<file path="src/rtl/cond_flag_unit.sv">
// cond_flag_unit: architectural NZVC flags, in-flight flag-writer tracking and
// branch-condition evaluation with a registered valid/ready response.
module cond_flag_unit #(
    parameter bit FWD_EN = 1'b1,
    parameter int PEND_W = 2
) (
    input  logic       clk,
    input  logic       reset_n,
    input  logic       fs_issue,
    input  logic       flag_we,
    input  logic       alu_neg,
    input  logic       alu_zero,
    input  logic       alu_ovf,
    input  logic       alu_cout,
    input  logic       flush,
    input  logic       cond_valid,
    output logic       cond_ready,
    input  logic [1:0] cond_kind,
    input  logic [3:0] cond_code,
    input  logic       op_zero,
    output logic       resp_valid,
    output logic       resp_taken,
    output logic [3:0] flags_nzvc,
    output logic       pend_err
);
    localparam logic [PEND_W-1:0] PEND_MAX = '1;

    logic [3:0]        flags_q, eff_f, alu_f;
    logic [PEND_W-1:0] pend_q, pend_d;
    logic              err_q, err_d, valid_q, taken_q;
    logic              inc, dec, accept, cc_taken, taken_d;
    logic [7:0]        base_v;

    assign alu_f = {alu_neg, alu_zero, alu_ovf, alu_cout};
    assign eff_f = (FWD_EN && flag_we) ? alu_f : flags_q;
    assign inc   = !flush && fs_issue && !flag_we;
    assign dec   = !flush && flag_we && !fs_issue;

    always_comb begin
        pend_d = flush ? '0 : inc ? (pend_q == PEND_MAX ? pend_q : pend_q + 1'b1) :
                 dec ? (pend_q == '0 ? pend_q : pend_q - 1'b1) : pend_q;
        err_d  = err_q || (inc && pend_q == PEND_MAX) || (dec && pend_q == '0);
    end

    // Even codes test the base predicate, odd codes its inverse; 111x is always taken.
    always_comb begin
        base_v     = {1'b1,
                      !eff_f[2] && (eff_f[3] == eff_f[1]),
                      eff_f[3] == eff_f[1],
                      eff_f[0] && !eff_f[2],
                      eff_f[1], eff_f[3], eff_f[0], eff_f[2]};
        cc_taken   = (cond_code[3:1] == 3'b111) ? 1'b1 : base_v[cond_code[3:1]] ^ cond_code[0];
        taken_d    = (cond_kind == 2'b00) ? cc_taken :
                     (cond_kind == 2'b01) ? op_zero :
                     (cond_kind == 2'b10) ? !op_zero : 1'b1;
        cond_ready = flush ? 1'b0 :
                     (cond_kind != 2'b00) ? 1'b1 :
                     (pend_q == '0) || (FWD_EN && pend_q == PEND_W'(1) && flag_we);
        accept     = cond_valid && cond_ready;
    end

    always_ff @(posedge clk or negedge reset_n) begin
        if (!reset_n) begin
            flags_q <= '0;
            pend_q  <= '0;
            err_q   <= 1'b0;
            valid_q <= 1'b0;
            taken_q <= 1'b0;
        end else begin
            flags_q <= flag_we ? alu_f : flags_q;
            pend_q  <= pend_d;
            err_q   <= err_d;
            valid_q <= accept;
            taken_q <= flush ? 1'b0 : accept ? taken_d : taken_q;
        end
    end

    assign flags_nzvc = flags_q;
    assign pend_err   = err_q;
    assign resp_valid = valid_q;
    assign resp_taken = taken_q;
endmodule

</file>
<file path="config.mk">
export PLATFORM = sky130hd
export DESIGN_NAME = cond_flag_unit
export DESIGN_NICKNAME = d
export VERILOG_FILES = /design/src/rtl/cond_flag_unit.sv
export SDC_FILE = /design/constraint.sdc
export NUM_CORES = 1
export LEC_CHECK = 0
export CORE_MARGIN = 4
export CORE_UTILIZATION = 41
export CTS_CLUSTER_SIZE = 10
export DETAILED_ROUTE_END_ITERATION = 8
export PLACE_DENSITY = 0.77
export SETUP_SLACK_MARGIN = 0.1
export SKIP_CTS_REPAIR_TIMING = 1
export SYNTH_ARGS = -nofsm -noshare
export SYNTH_HDL_FRONTEND = slang
export SYNTH_SLANG_ARGS = --single-unit
</file>
<file path="constraint.sdc">
create_clock -name clk -period 1.75 [get_ports clk]
set_input_delay 0.35 -clock clk [delete_from_list [all_inputs] [get_ports clk]]
set_output_delay 0.35 -clock clk [all_outputs]
set_load 0.01 [all_outputs]
</file>
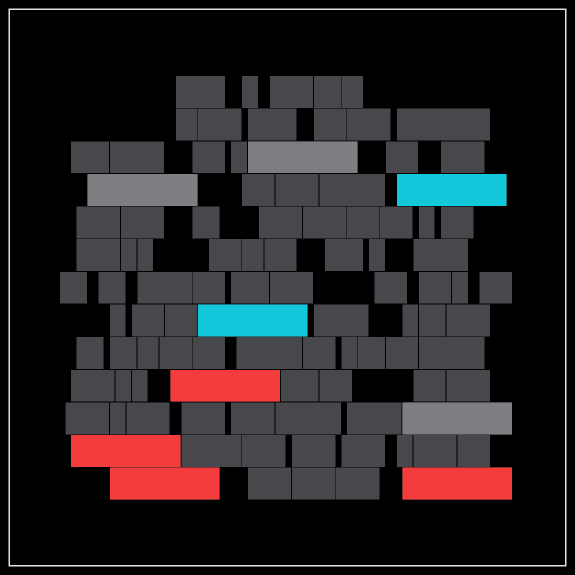
Figure 1: sequential cells grouped by signal name.
Scale: 12 px per µm.
cyan -> `pend_q`  # flops 2
red -> `flags_nzvc`  # flops 4
Power Sequential: 0.256 mW
sequential cell area: 225 µm²
fin util: 0.748
Seq area share: 0.226

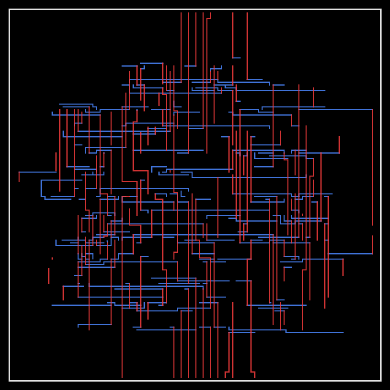
Figure 2: metal layers overlaid.
Scale: 8 px per µm. Only two layers are drawn.
red -> met2  # wire length 863 µm
blue -> met1  # wire length 702 µm

==> impl_metrics.py <==
# Generated from Yosys and OpenROAD reports
metrics = {
    "synth": {
        "synth_area_um2": 601,
        "ys_area_um2": 601,
        "ys_ff": 9,
        "top_cell": "dfrtp_1",
        "ff_type": "dfrtp_1",
        "synthCells": 60,
        "ys_async_sr_fraction": 1.00,
        "yosysTopAreaCell": "dfrtp_1",
        "yosys_warnings": 0,
        "synthesis.nets": 80,
        "topCellsByArea": "dfrtp_1 38%, ha_1 6.3%, mux2i_1 5.0%",
        "yosys.stat.seqShare": 0.375,
        "synth.avg_cell_area_um2": 10.0,
        "synth_stat.cells": 60,
        "edf_count": 0,
        "yosysUniqueCellTypes": 31,
        "synth_top_area_share": 0.375,
        "ys_top_cells_by_count": "9 x dfrtp_1, 6 x inv_1, 6 x nand2_1",
    },
    "finish": {
        "area_growth_pct": 66.0,
        "largest_reg_flops": 4,
        "diodes": 0,
        "drive_above_1_share": 0.303,
        "layout_top_cell": "clkdlybuf4s50_1",
        "final_cell_mix": "22 x clkdlybuf4s50_1, 12 x buf_4, 9 x dfrtp_1",
        "num-fill-cells": 100,
        "nets": 120,
        "design_area_um2": 997,
        "instances_no_fill": 114,
    },
    "critical_path": {
        "ff2ff_setup_slack_ns": 0.14,
        "cp-end-kind": "flip-flop",
        "cp_max_fo": 2,
        "critical_path_buf_inv_count": 2,
        "timing.rr.end": "resp_taken",
        "slowest_delay_ns": 0.43,
        "cp_cell_sequence": "clkdlybuf4s50_1 -> nor2_2 -> a31oi_4 -> buf_4 -> and2_1 -> or3b_4 -> o211ai_2",
        "path_class": "in -> reg",
        "start_kind": "primary input",
        "r2r-start": "pend_q[1]",
        "critPathRequiredTime_ns": 1.93,
        "worstSetupStartpoint": "cond_kind[1]",
        "cp_top_family": "simple AND/OR/NAND/NOR gates",
        "cp.depth": 7,
        "slowest_stage": "clkdlybuf4s50_1",
        "crit_end": "resp_taken",
        "reg2regPathDepth": 8,
        "cp.arrival_ns": 1.85,
    },
    "route": {
        "vias_per_cell": 5.18,
        "drt_pass1_iterations": 4,
        "initialDrtViolationCount": 13,
        "drc": 0,
        "wl_um": 1630,
        "drtAntennaViolNets": 0,
        "wl_met1_um": 702,
        "via_count": 590,
        "wl_met2_um": 862,
        "met3WireLength_um": 56,
        "maxUsedRoutingLayer": "met4",
        "routedWlPerCell_um": 14.3,
    },
    "global_routing": {
        "grt_pass1_vias": 580,
        "met2_usage": 0.280,
        "top_usage_layer": "met2",
        "grt_pass1_wl_um": 2390,
        "grt_max_degree": 10,
        "antenna_found_initial": 0,
        "use_met1": 0.183,
        "grt.total_usage": 0.160,
        "use_met3": 0.0234,
        "overflow": 0,
    },
    "placement": {
        "pre_cts_ws_ns": -0.347,
        "gp_congestion": 0.828,
        "io_buffers": 24,
        "dp_hpwl_um": 1270,
        "placed_cell_area_um2": 937,
        "place_inst": 109,
    },
    "floorplanning": {
        "fp.dieW_um": 46.3,
        "placementRows": 13,
        "die_h_um": 46.3,
        "dieArea_um2": 2140,
        "fp_util": 0.450,
        "io_pins": 25,
        "coreArea_um2": 1330,
    },
    "timing": {
        "slew_viol_final": 0,
        "setup_viol_count_final": 0,
        "finalHoldViolCount": 0,
        "finalClockPeriodUsage": 0.950,
        "tns_ns": 0,
        "fin_worst_skew_ns": 0.00184,
        "worst_pin_slew_ns": 0.440,
        "setup_slack_ns": 0.0880,
        "fin_hold_ws_ns": 0.397,
        "maxSlewHeadroom": 0.706,
        "rsz0062_at_grt": "yes",
        "period_minus_slack_ns": 1.66,
        "fmax_ghz": 0.602,
    },
    "clock_tree": {
        "cts_tree": "built",
        "clockBufferDepth": 2,
        "htree_levels": 1,
        "cts-root-buf": "clkbuf_4",
        "clk_pin_slew_ns": 0.07,
        "cts_buffers": 3,
        "worstSkewPairLatency_ns": 0.26,
        "cts_sinks": 9,
    },
    "power_and_ir_drop": {
        "internal-power_mw": 0.507,
        "comb-power_mw": 0.320,
        "power_leader": "combinational cells",
        "power_clock_mw": 0.164,
        "total_power_mw": 0.741,
        "p_clk_frac": 0.222,
        "p_sw_mw": 0.233,
        "p_per_area_nw_per_um2": 743,
        "pwr-share-seq": 0.346,
        "p_leak_nw": 0.459,
        "swShare": 0.315,
        "max-vdd-ir-drop_mv": 0.432,
        "combPwrFrac": 0.432,
    },
    "min_path": {
        "hp-class": "in -> async",
    },
    "outcome": {
        "status": "complete, no violations",
    },
    "flow_run": {
        "drv_cap": 0,
        "warnings": 29,
    },
}
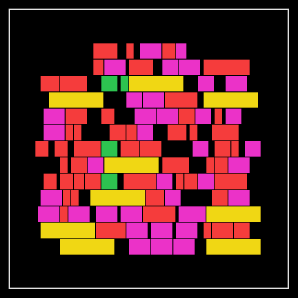
Figure 3: placed cells, one color a class.
Scale: 6 px per µm.
yellow -> flip-flops  # cells 9, share of their area 23%
red -> all other logic  # cells 50, share of their area 41%
magenta -> other buffers and delay cells  # cells 36, share of their area 34%
green -> clock drivers and dummy loads  # cells 4, share of their area 2.7%

-- cell families after synthesis --
| group | count (synthesis) | synth area share |
|---|---|---|
| and+or+nand+nor | 20 | 0.177 |
| AOI/OAI and AO/OA | 12 | 0.167 |
| DFF | 9 | 0.375 |
| buffers and inverters | 7 | 0.0562 |
| muxes | 6 | 0.119 |
| xor gates and xnor gates | 3 | 0.0438 |
| adders and majority gates | 3 | 0.0625 |
-- layout make-up --
type / count / area (µm²) / area share
inverters: 6 / 22.5 / 0.0226
multi-input cells: 44 / 377 / 0.378
well taps: 15 / 18.8 / 0.0188
repair buffers: 36 / 328 / 0.329
flip-flops and latches: 9 / 225 / 0.226
clock buffers: 4 / 26.3 / 0.0263
Power and IR drop assume default switching activity.
